$ cat config.mk
export PLATFORM = sky130hd
export DESIGN_NAME = uart_rx_ctrl_flat
export DESIGN_NICKNAME = d
export VERILOG_FILES = /design/src/rtl/uart_rx_ctrl_if.sv /design/src/rtl/uart_rx_ctrl.sv /design/src/flat_wrapper.sv
export SDC_FILE = /design/constraint.sdc
export NUM_CORES = 1
export LEC_CHECK = 0
export ABC_CLOCK_PERIOD_IN_PS = 2230
export CAP_MARGIN = 20
export CORE_MARGIN = 5
export CORE_UTILIZATION = 30
export CTS_CLUSTER_SIZE = 12
export DETAILED_ROUTE_END_ITERATION = 10
export GPL_TIMING_DRIVEN = 1
export HOLD_SLACK_MARGIN = 0.1
export PLACE_DENSITY_LB_ADDON = 0.12
export SYNTH_ARGS = -nofsm -noshare
export SYNTH_HDL_FRONTEND = slang
export SYNTH_SLANG_ARGS = --single-unit
$ cat constraint.sdc
create_clock -name clk -period 2.23 [get_ports clk]
set_input_delay 0.446 -clock clk [delete_from_list [all_inputs] [get_ports clk]]
set_output_delay 0.446 -clock clk [all_outputs]
set_load 0.005 [all_outputs]
$ cat src/rtl/uart_rx_ctrl_if.sv
// Byte delivery handshake between the UART receiver and its consumer.
// The receiver drives data/valid; the consumer drives ready.
interface uart_rx_ctrl_if #(
  parameter int DATA_BITS = 8
);
  logic [DATA_BITS-1:0] out_data;
  logic                 out_valid;
  logic                 out_ready;

  modport master (output out_data, output out_valid, input out_ready);
  modport slave  (input out_data, input out_valid, output out_ready);
endinterface

$ cat src/rtl/uart_rx_ctrl.sv
// UART receive controller: two-flop line synchroniser, bit-centre sample timing,
// frame FSM (start check, LSB-first data shift, stop check, break wait) and a
// one-entry valid/ready holding register with framing-error and overrun pulses.
module uart_rx_ctrl #(
  parameter int CLOCK_FREQ = 400,
  parameter int BAUD_RATE  = 100,
  parameter int DATA_BITS  = 8
) (
  input  logic              clk,
  input  logic              rst_n,
  input  logic              enable,
  input  logic              rx,
  uart_rx_ctrl_if.master    data_if,
  output logic              busy,
  output logic              frame_err,
  output logic              overrun
);
  localparam int CYCLES_PER_BIT = CLOCK_FREQ / BAUD_RATE;
  localparam int SAMPLE_INDEX   = (CYCLES_PER_BIT - 1) >> 1;
  localparam int CW             = (CYCLES_PER_BIT > 1) ? $clog2(CYCLES_PER_BIT) : 1;
  localparam int BW             = $clog2(DATA_BITS + 1);

  localparam logic [CW-1:0] CYC_LAST   = CW'(CYCLES_PER_BIT - 1);
  localparam logic [CW-1:0] CYC_SAMPLE = CW'(SAMPLE_INDEX);
  // Start detect is cyc 0; the following cycle is cyc 1, which wraps to 0 when CPB==1.
  localparam logic [CW-1:0] CYC_AFTER_START = (CYCLES_PER_BIT == 1) ? '0 : CW'(1);
  localparam logic [BW-1:0] BIT_LAST   = BW'(DATA_BITS - 1);

  if (CYCLES_PER_BIT < 1) begin : g_bad_cpb
    $error("uart_rx_ctrl: CLOCK_FREQ/BAUD_RATE must be >= 1");
  end
  if (DATA_BITS < 1 || DATA_BITS > 8) begin : g_bad_bits
    $error("uart_rx_ctrl: DATA_BITS must be 1..8");
  end

  typedef enum logic [2:0] {
    S_IDLE, S_START, S_DATA, S_STOP, S_BRK
  } state_t;

  state_t               state;
  logic                 rx_m, rx_s;
  logic [CW-1:0]        cyc;
  logic [BW-1:0]        bit_cnt;
  logic [DATA_BITS-1:0] sr;

  logic                 sample;
  logic [CW-1:0]        cyc_inc;
  logic [DATA_BITS-1:0] sr_next;

  assign sample  = (cyc == CYC_SAMPLE);
  assign cyc_inc = (cyc == CYC_LAST) ? '0 : cyc + CW'(1);
  // LSB-first: each new bit enters at the top and walks down to bit 0.
  assign sr_next = (sr >> 1) | (DATA_BITS'(rx_s) << (DATA_BITS - 1));
  // Pure decode of the state register.
  assign busy    = (state != S_IDLE);

  // Two-flop synchroniser; idle-high reset so release never looks like a start bit.
  always_ff @(posedge clk or negedge rst_n) begin
    if (!rst_n) begin
      rx_m <= 1'b1;
      rx_s <= 1'b1;
    end else begin
      rx_m <= rx;
      rx_s <= rx_m;
    end
  end

  // Frame FSM plus holding register and one-cycle status pulses.
  always_ff @(posedge clk or negedge rst_n) begin
    if (!rst_n) begin
      state             <= S_IDLE;
      cyc               <= '0;
      bit_cnt           <= '0;
      sr                <= '0;
      data_if.out_data  <= '0;
      data_if.out_valid <= 1'b0;
      frame_err         <= 1'b0;
      overrun           <= 1'b0;
    end else begin
      frame_err <= 1'b0;
      overrun   <= 1'b0;
      // Drain; a byte loaded below on the same edge overrides this.
      if (data_if.out_valid && data_if.out_ready) data_if.out_valid <= 1'b0;

      if (!enable) begin
        state   <= S_IDLE;
        cyc     <= '0;
        bit_cnt <= '0;
      end else begin
        case (state)
          S_IDLE: begin
            if (!rx_s) begin
              cyc   <= CYC_AFTER_START;
              state <= (SAMPLE_INDEX == 0) ? S_DATA : S_START;
            end
          end
          S_START: begin
            cyc <= cyc_inc;
            if (sample) begin
              if (rx_s) begin
                state <= S_IDLE;
                cyc   <= '0;
              end else begin
                state <= S_DATA;
              end
            end
          end
          S_DATA: begin
            cyc <= cyc_inc;
            if (sample) begin
              sr <= sr_next;
              if (bit_cnt == BIT_LAST) begin
                bit_cnt <= '0;
                state   <= S_STOP;
              end else begin
                bit_cnt <= bit_cnt + BW'(1);
              end
            end
          end
          S_STOP: begin
            cyc <= cyc_inc;
            if (sample) begin
              cyc <= '0;
              if (rx_s) begin
                state <= S_IDLE;
                if (!data_if.out_valid || data_if.out_ready) begin
                  data_if.out_data  <= sr;
                  data_if.out_valid <= 1'b1;
                end else begin
                  overrun <= 1'b1;
                end
              end else begin
                frame_err <= 1'b1;
                state     <= S_BRK;
              end
            end
          end
          S_BRK: begin
            // Line held low after a bad stop: wait for idle before re-arming.
            if (rx_s) state <= S_IDLE;
          end
          default: begin
            state   <= S_IDLE;
            cyc     <= '0;
            bit_cnt <= '0;
          end
        endcase
      end
    end
  end
endmodule

$ cat src/flat_wrapper.sv
// flat-port wrapper written by rule: the top's interface ports become plain ports
module uart_rx_ctrl_flat 
#(
  parameter int CLOCK_FREQ = 400,
  parameter int BAUD_RATE  = 100,
  parameter int DATA_BITS  = 8
)
  (clk, rst_n, enable, rx, busy, frame_err, overrun, data_if_out_data, data_if_out_valid, data_if_out_ready);
  uart_rx_ctrl_if #(.DATA_BITS(DATA_BITS)) data_if_i ();
  input  logic clk;
  input  logic rst_n;
  input  logic enable;
  input  logic rx;
  output logic busy;
  output logic frame_err;
  output logic overrun;
  output wire logic [$bits(data_if_i.out_data)-1:0] data_if_out_data;
  output wire logic [$bits(data_if_i.out_valid)-1:0] data_if_out_valid;
  input wire logic [$bits(data_if_i.out_ready)-1:0] data_if_out_ready;
  assign data_if_out_data = data_if_i.out_data;
  assign data_if_out_valid = data_if_i.out_valid;
  assign data_if_i.out_ready = data_if_out_ready;
  uart_rx_ctrl #(.CLOCK_FREQ(CLOCK_FREQ), .BAUD_RATE(BAUD_RATE), .DATA_BITS(DATA_BITS)) u_core (.clk(clk), .rst_n(rst_n), .enable(enable), .rx(rx), .data_if(data_if_i), .busy(busy), .frame_err(frame_err), .overrun(overrun));
endmodule
### Metal 2

(4 px per um) Cells faint in the background.
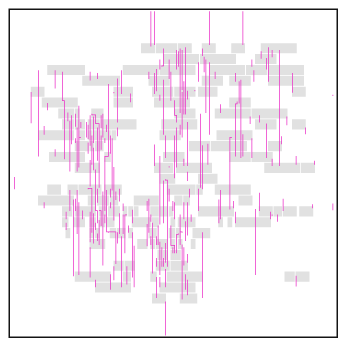
- nets with wire on the layer: 131
- share of all routed wire: 44%
- wire length on this layer: 1260 um
- main direction: vertical
vias: 979
grt met2 use: 0.143

### Pin placement

(6 px per um) Pins as bars across the die edge, other pins in gray.
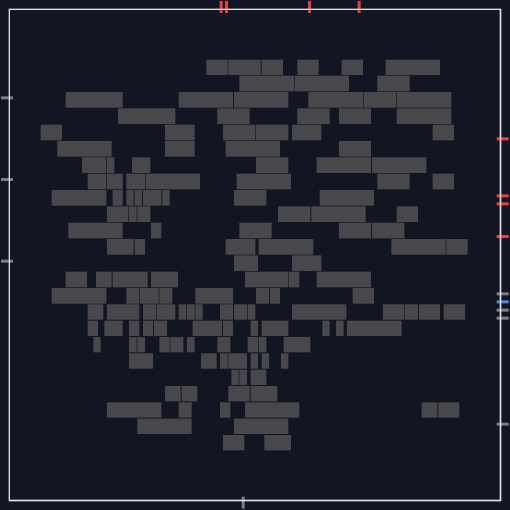
- red: data_if_out_data (pins 8; direction output; edge 4 right, 4 top)
- blue: data_if_out_valid (pins 1; direction output; edge right)
- all pins by edge: 9 right, 4 top, 3 left, 1 bottom
Port Buf Inserts: 16
Die X: 81.6 um

### Cell outlines without signal wires

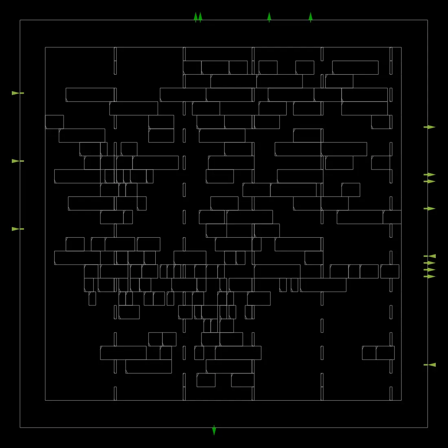
Seq/total area: 0.402
fill count: 491
core area: 5040 um^2

### Zoomed window

Region (21, 21) to (61, 61) um. Cells in gray, sequential cells in the stronger gray; small squares are vias.
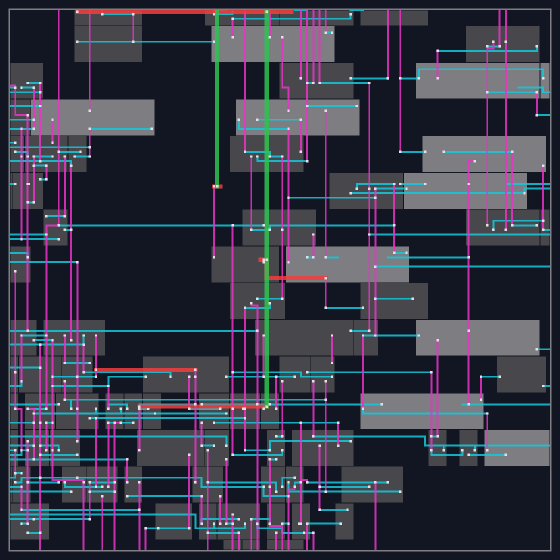
- magenta: metal 2
- red: metal 3
- cyan: metal 1
- green: metal 4
- most frequent: dfrtp_1 (10)
- cells with their middle in the window: 67
- netlist names of flops here include: u_core.sr (4), u_core.data_if.out_data (2)
- sequential cells in the window: 10

==> run summary <==
impl run done, here's what came out: YS warnings 0, Post-Place Worst Slack between 0.2 and 0.25 ns, worst path bufs/invs 1, RSZ-0062 raised after global routing false, worst min path class reg2reg, met3 Use GR 0.0362, die area about 6700 um^2, largest area contributor in the netlist dfrtp_1, Final ANT Viol Nets 0, VDD IR max around 0.26 mV, post-synth top area share 0.455, yosys simple share 0.159, vias in the first global route slightly above 1000, register share after synthesis 0.489, arrival time worst endpoint around 1.6 ns, Power Sequential ~0.66 mW, Top cells by area dfrtp_1 (46%), mux2_4 (16%), ha_1 (4.1%), dfstp_2 (3.4%), nor2_1 (2.4%), max-slew violations 0, Comb gate area 728 um^2, worst reg-to-reg setup slack ~0.54 ns, buffer share of cell area 0.102, Worst Setup Start Kind register, R2R cell count 4, worst hold path stage count 0, syn avg cell area around 13 um^2, count leader, synth dfrtp_1, power consumption between 1.5 and 2 mW, Finish-stage setup viols 0, largest net degree at the start of global routing 31, leakage power ~0.9 nW, root buffer cell clkbuf_8, Clk pin slew, worst setup/hold paths 0.07 ns, GRT Total Usage 0.0975, status finished, final reports clean, fmax 493 MHz, setup ws final a little over 0.2 ns, # Post-CTS Setup Buffers 0, Top cell excl fill/tap dfrtp_1, period utilization 0.909, CP max stage cell dfrtp_1, worst flop-to-flop path endpoint u_core.state[1], Yosys cell types about 42, 1st-iter DRT viols approximately 44, NetSw 0.554 mW, cell total in the yosys stat output around 120, #FFs+latches synth 30, WL per Instance roughly 13 um, Comb. pwr 0.533 mW, HPWL Detailed slightly above 2000 um, Pre-antenna DRT Iters 4, area of the mapped netlist 1540 um^2, fp_density 0.305, worst slew pin tran roughly 0.39 ns, met1 GRT Util 0.128, drt total wl about 2900 um, Design Area, Final 1870 um^2, Placer Congestion 0.764, post-synthesis async set-or-reset flop share 1.00, min Tclk post-route about 2.0 ns, layout cells sized above 1 0.288, Clock Power 0.458 mW, Reg area roughly 750 um^2, Inverters excl. clock 5, Hold-fix buffers, CTS 0, GRT overflow 0, aoi share 0.0967, Setup Skew 0.00204 ns, final non-filler cell total between 200 and 250, combinational share of power 0.323, Hold Path Origin u_core.rx_m, Fin Setup TNS 0 ns, Cell Rows 26, Most Crowded Layer GR met2, internal power roughly 1.1 mW, CTS tree built, Seq pwr share 0.400, Max-area cell class registers, Pwr top sequential cells, WHS Endpoint u_core.rx_s, Mux area share 0.171, Max Root-Sink Buffers 2, Pwr Density 882 nW/um^2, yosys stat chip area about 1500 um^2, Mapped Cells between 100 and 150, OpenROAD warning count 29, Crit path max-delay family flip-flops, most frequent cells in the layout dfrtp_1 (28), mux2_4 (16), clkdlybuf4s50_1 (16), nor2_1 (10), nand2_1 (8), ant diodes 0, Area Growth Syn to Fin 21.7%
Power and IR drop assume default switching activity.
